power_grid.png
Drawn at 4 px/um. Pins as bars on the die edge. Tap cells in gray.
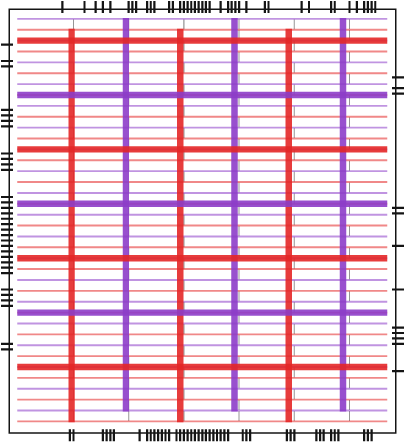
congestion.png
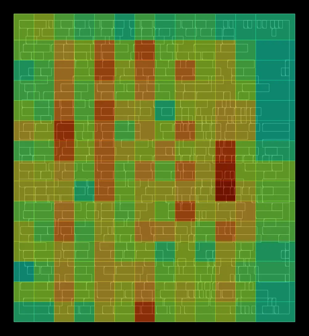
wires.png
Drawn at 4 px/um.
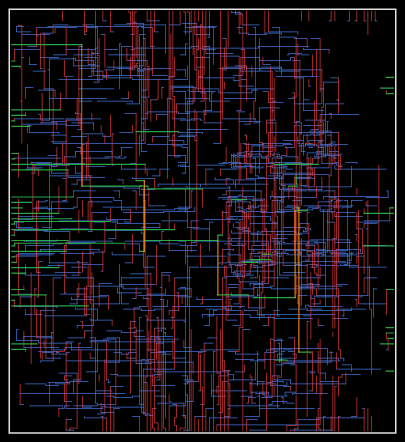
placement_by_type.png
Drawn at 4 px/um. Fill, decap, tap and diode cells in gray.
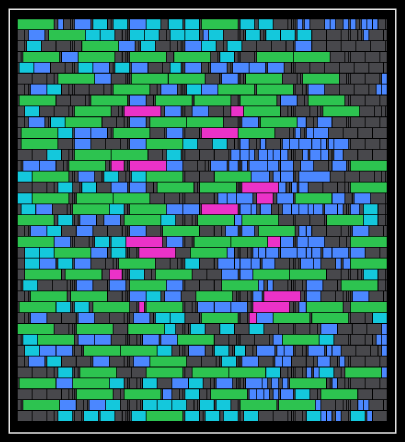
clk_routes.png
Drawn at 4 px/um.
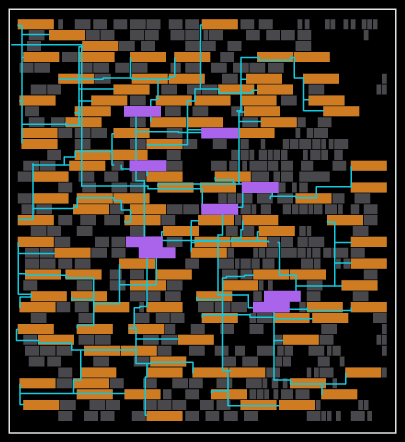
--- config.mk ---
export PLATFORM = sky130hd
export DESIGN_NAME = mmu_ctx_sched_flat
export DESIGN_NICKNAME = d
export VERILOG_FILES = /design/src/rtl/mmu_ctx_sched_pkg.sv /design/src/rtl/mmu_ctx_sched_if.sv /design/src/rtl/mmu_ctx_sched_quantum_timer.sv /design/src/rtl/mmu_ctx_sched.sv /design/src/flat_wrapper.sv
export SDC_FILE = /design/constraint.sdc
export NUM_CORES = 1
export LEC_CHECK = 0
export CORE_ASPECT_RATIO = 1.1
export CORE_MARGIN = 1.5
export CORE_UTILIZATION = 50
export CTS_BUF_LIST = sky130_fd_sc_hd__clkbuf_16
export DETAILED_ROUTE_END_ITERATION = 16
export GPL_ROUTABILITY_DRIVEN = 0
export HOLD_SLACK_MARGIN = 0.03
export PLACE_DENSITY_LB_ADDON = 0.1
export SYNTH_ARGS = -nofsm -noshare
export SYNTH_HDL_FRONTEND = slang
export SYNTH_SLANG_ARGS = --single-unit
--- constraint.sdc ---
create_clock -name clk -period 10.6 [get_ports clk]
set_input_delay 2.12 -clock clk [delete_from_list [all_inputs] [get_ports clk]]
set_output_delay 2.12 -clock clk [all_outputs]
set_load 0.01 [all_outputs]
--- src/rtl/mmu_ctx_sched_pkg.sv ---
// ============================================================================
// Module : mmu_pkg
// Brief  : Shared scheduler state encoding, mode constants and defaults.
// Rev    : 1.0 - initial release
// ============================================================================
`default_nettype none

package mmu_pkg;

    typedef enum logic [2:0] {
        ST_IDLE  = 3'd0,
        ST_SEL   = 3'd1,
        ST_BASE  = 3'd2,
        ST_ENTER = 3'd3,
        ST_RUN   = 3'd4,
        ST_EXIT  = 3'd5
    } state_e;

    localparam logic KERNEL_MODE = 1'b0;
    localparam logic USER_MODE   = 1'b1;

    localparam int DEF_MAX_PID = 10;

endpackage

`default_nettype wire

--- src/rtl/mmu_ctx_sched_if.sv ---
// ============================================================================
// Module : mmu_ctx_sched_if
// Brief  : Dispatch request bus plus MMU configuration port.
//          Optional pid_err signal exists under MMU_CTX_PID_CHECK_EN.
// Rev    : 1.0 - initial release
// ============================================================================
`default_nettype none

interface mmu_ctx_sched_if #(
    parameter int PID_W   = 4,
    parameter int QUANT_W = 16
);
    logic               req;
    logic [PID_W-1:0]   pid;
    logic [31:0]        base;
    logic               load_base;
    logic [QUANT_W-1:0] quantum;
    logic               trap;
    logic               busy;
    logic               done;
    logic               irq_preempt;
    logic               we_sel;
    logic [31:0]        sel;
    logic               we_addr;
    logic [31:0]        offset;
    logic               userMode;
    logic               kernelMode;
`ifdef MMU_CTX_PID_CHECK_EN
    logic               pid_err;
`endif

    modport master (
        output req, pid, base, load_base, quantum, trap,
        input  busy, done, irq_preempt, we_sel, sel, we_addr, offset,
               userMode, kernelMode
`ifdef MMU_CTX_PID_CHECK_EN
        , input pid_err
`endif
    );

    modport slave (
        input  req, pid, base, load_base, quantum, trap,
        output busy, done, irq_preempt, we_sel, sel, we_addr, offset,
               userMode, kernelMode
`ifdef MMU_CTX_PID_CHECK_EN
        , output pid_err
`endif
    );

endinterface

`default_nettype wire

--- src/rtl/mmu_ctx_sched_quantum_timer.sv ---
// ============================================================================
// Module : quantum_timer
// Brief  : Loadable down-counter that saturates at zero and emits a
//          registered one-cycle pulse on the 1 -> 0 step.
// Rev    : 1.0 - initial release
// ============================================================================
`default_nettype none

module quantum_timer #(
    parameter int QUANT_W = 16
) (
    input  logic               clk,
    input  logic               rst,
    input  logic               load_i,
    input  logic [QUANT_W-1:0] load_val_i,
    input  logic               en_i,
    output logic               expire_o
);

    logic [QUANT_W-1:0] count_q, count_d;
    logic               expire_q, expire_d;

    always_comb begin
        count_d  = count_q;
        expire_d = 1'b0;
        if (load_i) begin
            count_d = load_val_i;
        end else if (en_i && (count_q != '0)) begin
            count_d  = count_q - QUANT_W'(1);
            expire_d = (count_q == QUANT_W'(1));
        end
    end

    always_ff @(posedge clk or posedge rst) begin
        if (rst) begin
            count_q  <= '0;
            expire_q <= 1'b0;
        end else begin
            count_q  <= count_d;
            expire_q <= expire_d;
        end
    end

    assign expire_o = expire_q;

endmodule

`default_nettype wire

--- src/rtl/mmu_ctx_sched.sv ---
// ============================================================================
// Module : mmu_ctx_sched
// Brief  : Context-switch sequencer programming the MMU, then time-slicing
//          the dispatched process. Optional range check: MMU_CTX_PID_CHECK_EN.
// Rev    : 1.0 - initial release
// ============================================================================
`default_nettype none

module mmu_ctx_sched
    import mmu_pkg::*;
#(
    parameter int PID_W   = 4,
    parameter int MAX_PID = DEF_MAX_PID,
    parameter int QUANT_W = 16
) (
    input  logic           clk,
    input  logic           rst,
    mmu_ctx_sched_if.slave bus_io
);

    state_e             state_q;
    logic [31:0]        base_q;
    logic               load_base_q;
    logic [QUANT_W-1:0] quantum_q;
    logic               busy_q;
    logic               done_q;
    logic               we_sel_q;
    logic [31:0]        sel_q;
    logic               we_addr_q;
    logic [31:0]        offset_q;
    logic               user_q;
    logic               kernel_q;

    logic               pid_ok;
    logic               tmr_load;
    logic               tmr_en;
    logic               tmr_expire;

`ifdef MMU_CTX_PID_CHECK_EN
    logic pid_err_q;

    assign pid_ok = (int'(bus_io.pid) <= MAX_PID);

    always_ff @(posedge clk or posedge rst) begin
        if (rst) begin
            pid_err_q <= 1'b0;
        end else begin
            pid_err_q <= (state_q == ST_IDLE) && bus_io.req && !pid_ok;
        end
    end

    assign bus_io.pid_err = pid_err_q;
`else
    assign pid_ok = 1'b1;
`endif

    // Trap suppresses the decrement so a simultaneous expiry never pulses irq.
    assign tmr_load = (state_q == ST_ENTER);
    assign tmr_en   = (state_q == ST_RUN) && !bus_io.trap && (quantum_q != '0);

    quantum_timer #(
        .QUANT_W (QUANT_W)
    ) u_timer (
        .clk        (clk),
        .rst        (rst),
        .load_i     (tmr_load),
        .load_val_i (quantum_q),
        .en_i       (tmr_en),
        .expire_o   (tmr_expire)
    );

    // Strobes are registered on the transition into the state they belong to.
    always_ff @(posedge clk or posedge rst) begin
        if (rst) begin
            state_q     <= ST_IDLE;
            base_q      <= '0;
            load_base_q <= 1'b0;
            quantum_q   <= '0;
            busy_q      <= 1'b0;
            done_q      <= 1'b0;
            we_sel_q    <= 1'b0;
            sel_q       <= '0;
            we_addr_q   <= 1'b0;
            offset_q    <= '0;
            user_q      <= 1'b0;
            kernel_q    <= 1'b0;
        end else begin
            done_q    <= 1'b0;
            we_sel_q  <= 1'b0;
            we_addr_q <= 1'b0;
            user_q    <= 1'b0;
            kernel_q  <= 1'b0;
            case (state_q)
                ST_IDLE: begin
                    if (bus_io.req && pid_ok) begin
                        base_q      <= bus_io.base;
                        load_base_q <= bus_io.load_base;
                        quantum_q   <= bus_io.quantum;
                        sel_q       <= 32'(bus_io.pid);
                        we_sel_q    <= 1'b1;
                        busy_q      <= 1'b1;
                        state_q     <= ST_SEL;
                    end
                end
                ST_SEL: begin
                    if (load_base_q) begin
                        offset_q  <= base_q;
                        we_addr_q <= 1'b1;
                        state_q   <= ST_BASE;
                    end else begin
                        user_q  <= 1'b1;
                        state_q <= ST_ENTER;
                    end
                end
                ST_BASE: begin
                    user_q  <= 1'b1;
                    state_q <= ST_ENTER;
                end
                ST_ENTER: begin
                    done_q  <= 1'b1;
                    state_q <= ST_RUN;
                end
                ST_RUN: begin
                    if (bus_io.trap || tmr_expire) begin
                        kernel_q <= 1'b1;
                        state_q  <= ST_EXIT;
                    end
                end
                ST_EXIT: begin
                    busy_q  <= 1'b0;
                    state_q <= ST_IDLE;
                end
                default: begin
                    busy_q  <= 1'b0;
                    state_q <= ST_IDLE;
                end
            endcase
        end
    end

    assign bus_io.busy        = busy_q;
    assign bus_io.done        = done_q;
    assign bus_io.irq_preempt = tmr_expire;
    assign bus_io.we_sel      = we_sel_q;
    assign bus_io.sel         = sel_q;
    assign bus_io.we_addr     = we_addr_q;
    assign bus_io.offset      = offset_q;
    assign bus_io.userMode    = user_q;
    assign bus_io.kernelMode  = kernel_q;

endmodule

`default_nettype wire
--- src/flat_wrapper.sv ---
// flat-port wrapper written by rule: the top's interface ports become plain ports
module mmu_ctx_sched_flat import mmu_pkg::*;
#(
    parameter int PID_W   = 4,
    parameter int MAX_PID = DEF_MAX_PID,
    parameter int QUANT_W = 16
)
  (clk, rst, bus_io_req, bus_io_pid, bus_io_base, bus_io_load_base, bus_io_quantum, bus_io_trap, bus_io_busy, bus_io_done, bus_io_irq_preempt, bus_io_we_sel, bus_io_sel, bus_io_we_addr, bus_io_offset, bus_io_userMode, bus_io_kernelMode);
  mmu_ctx_sched_if #(.PID_W(PID_W), .QUANT_W(QUANT_W)) bus_io_i ();
  input  logic clk;
  input  logic rst;
  input wire logic [$bits(bus_io_i.req)-1:0] bus_io_req;
  input wire logic [$bits(bus_io_i.pid)-1:0] bus_io_pid;
  input wire logic [$bits(bus_io_i.base)-1:0] bus_io_base;
  input wire logic [$bits(bus_io_i.load_base)-1:0] bus_io_load_base;
  input wire logic [$bits(bus_io_i.quantum)-1:0] bus_io_quantum;
  input wire logic [$bits(bus_io_i.trap)-1:0] bus_io_trap;
  output wire logic [$bits(bus_io_i.busy)-1:0] bus_io_busy;
  output wire logic [$bits(bus_io_i.done)-1:0] bus_io_done;
  output wire logic [$bits(bus_io_i.irq_preempt)-1:0] bus_io_irq_preempt;
  output wire logic [$bits(bus_io_i.we_sel)-1:0] bus_io_we_sel;
  output wire logic [$bits(bus_io_i.sel)-1:0] bus_io_sel;
  output wire logic [$bits(bus_io_i.we_addr)-1:0] bus_io_we_addr;
  output wire logic [$bits(bus_io_i.offset)-1:0] bus_io_offset;
  output wire logic [$bits(bus_io_i.userMode)-1:0] bus_io_userMode;
  output wire logic [$bits(bus_io_i.kernelMode)-1:0] bus_io_kernelMode;
  assign bus_io_i.req = bus_io_req;
  assign bus_io_i.pid = bus_io_pid;
  assign bus_io_i.base = bus_io_base;
  assign bus_io_i.load_base = bus_io_load_base;
  assign bus_io_i.quantum = bus_io_quantum;
  assign bus_io_i.trap = bus_io_trap;
  assign bus_io_busy = bus_io_i.busy;
  assign bus_io_done = bus_io_i.done;
  assign bus_io_irq_preempt = bus_io_i.irq_preempt;
  assign bus_io_we_sel = bus_io_i.we_sel;
  assign bus_io_sel = bus_io_i.sel;
  assign bus_io_we_addr = bus_io_i.we_addr;
  assign bus_io_offset = bus_io_i.offset;
  assign bus_io_userMode = bus_io_i.userMode;
  assign bus_io_kernelMode = bus_io_i.kernelMode;
  mmu_ctx_sched #(.PID_W(PID_W), .MAX_PID(MAX_PID), .QUANT_W(QUANT_W)) u_core (.clk(clk), .rst(rst), .bus_io(bus_io_i));
endmodule
==> flow_summary.json <==
{
  "antenna_violating_nets_post_route": 0,
  "nNonClkInverters": 5,
  "p_sw_mw": 0.550,
  "topmost_layer_with_routed_signal_wires": "met4",
  "seq_area_frac_synth_pct": 58.1,
  "run_status": "finished, final reports clean",
  "largestClassByArea": "flip-flops and latches",
  "clkbuf_count": 9,
  "drt_wl_total_um": 9210,
  "ff_count": 111,
  "timing.critical_path.from": "bus_io_req",
  "grt_overflow_total": 0,
  "antenna_found_initial": 0,
  "r2r_cells": 5,
  "numPortBuffers": 99,
  "flop_share_of_the_area_pct": 45.9,
  "yosys_most_used_dff": "sky130_fd_sc_hd__dfrtp_1",
  "timing.clock.skew_ns": 0.0111,
  "cts.clk_slew.worst_paths_ns": 0.07,
  "vdd_drop_max_uv": 136,
  "ctsLongestPathBuffers": 2,
  "detail_routed_net_length_per_standard_cell_um": 16.1,
  "floorplanUtilization_pct": 51.4,
  "synth-area-yosys_um2": 4780,
  "synth.avg_cell_area_um2": 13.5,
  "synth_dominant_cell_count": "sky130_fd_sc_hd__dfrtp_1",
  "ports_placed_on_the_boundary": 128,
  "synthArstFlopShare_pct": 100,
  "largest_net_degree_at_the_start_of_global_routing": 58,
  "min_path_cells": 1,
  "holdPathEnd": "u_core.bus_io.offset[15]",
  "floorplan_die_height_um": 106
}
Notes on power_grid.png above:
color	net
purple	VDD
red	VSS
met5 straps	7
signal pins	128
rows	37
met1 rails	38
tap cells	117

Notes on congestion.png above:
aggregate global-route resource usage: 19.5%
post-route core utilization: 65.0%

Notes on wires.png above:
color	layer	wire length
blue	metal 1	3,980 um
green	metal 3	478 um
orange	metal 4	124 um
red	metal 2	4,630 um

Notes on placement_by_type.png above:
color	class	cells	share of their area
magenta	clock drivers and dummy loads	16	4.7%
green	flops	111	47%
blue	combinational and other logic	227	31%
cyan	other buffers and delay cells	102	17%

Notes on clk_routes.png above:
[purple] clock drivers | count: 9
[cyan] clock wires | length: 1,200 um
[orange] flip-flops | count: 111
flops lie	widely spread

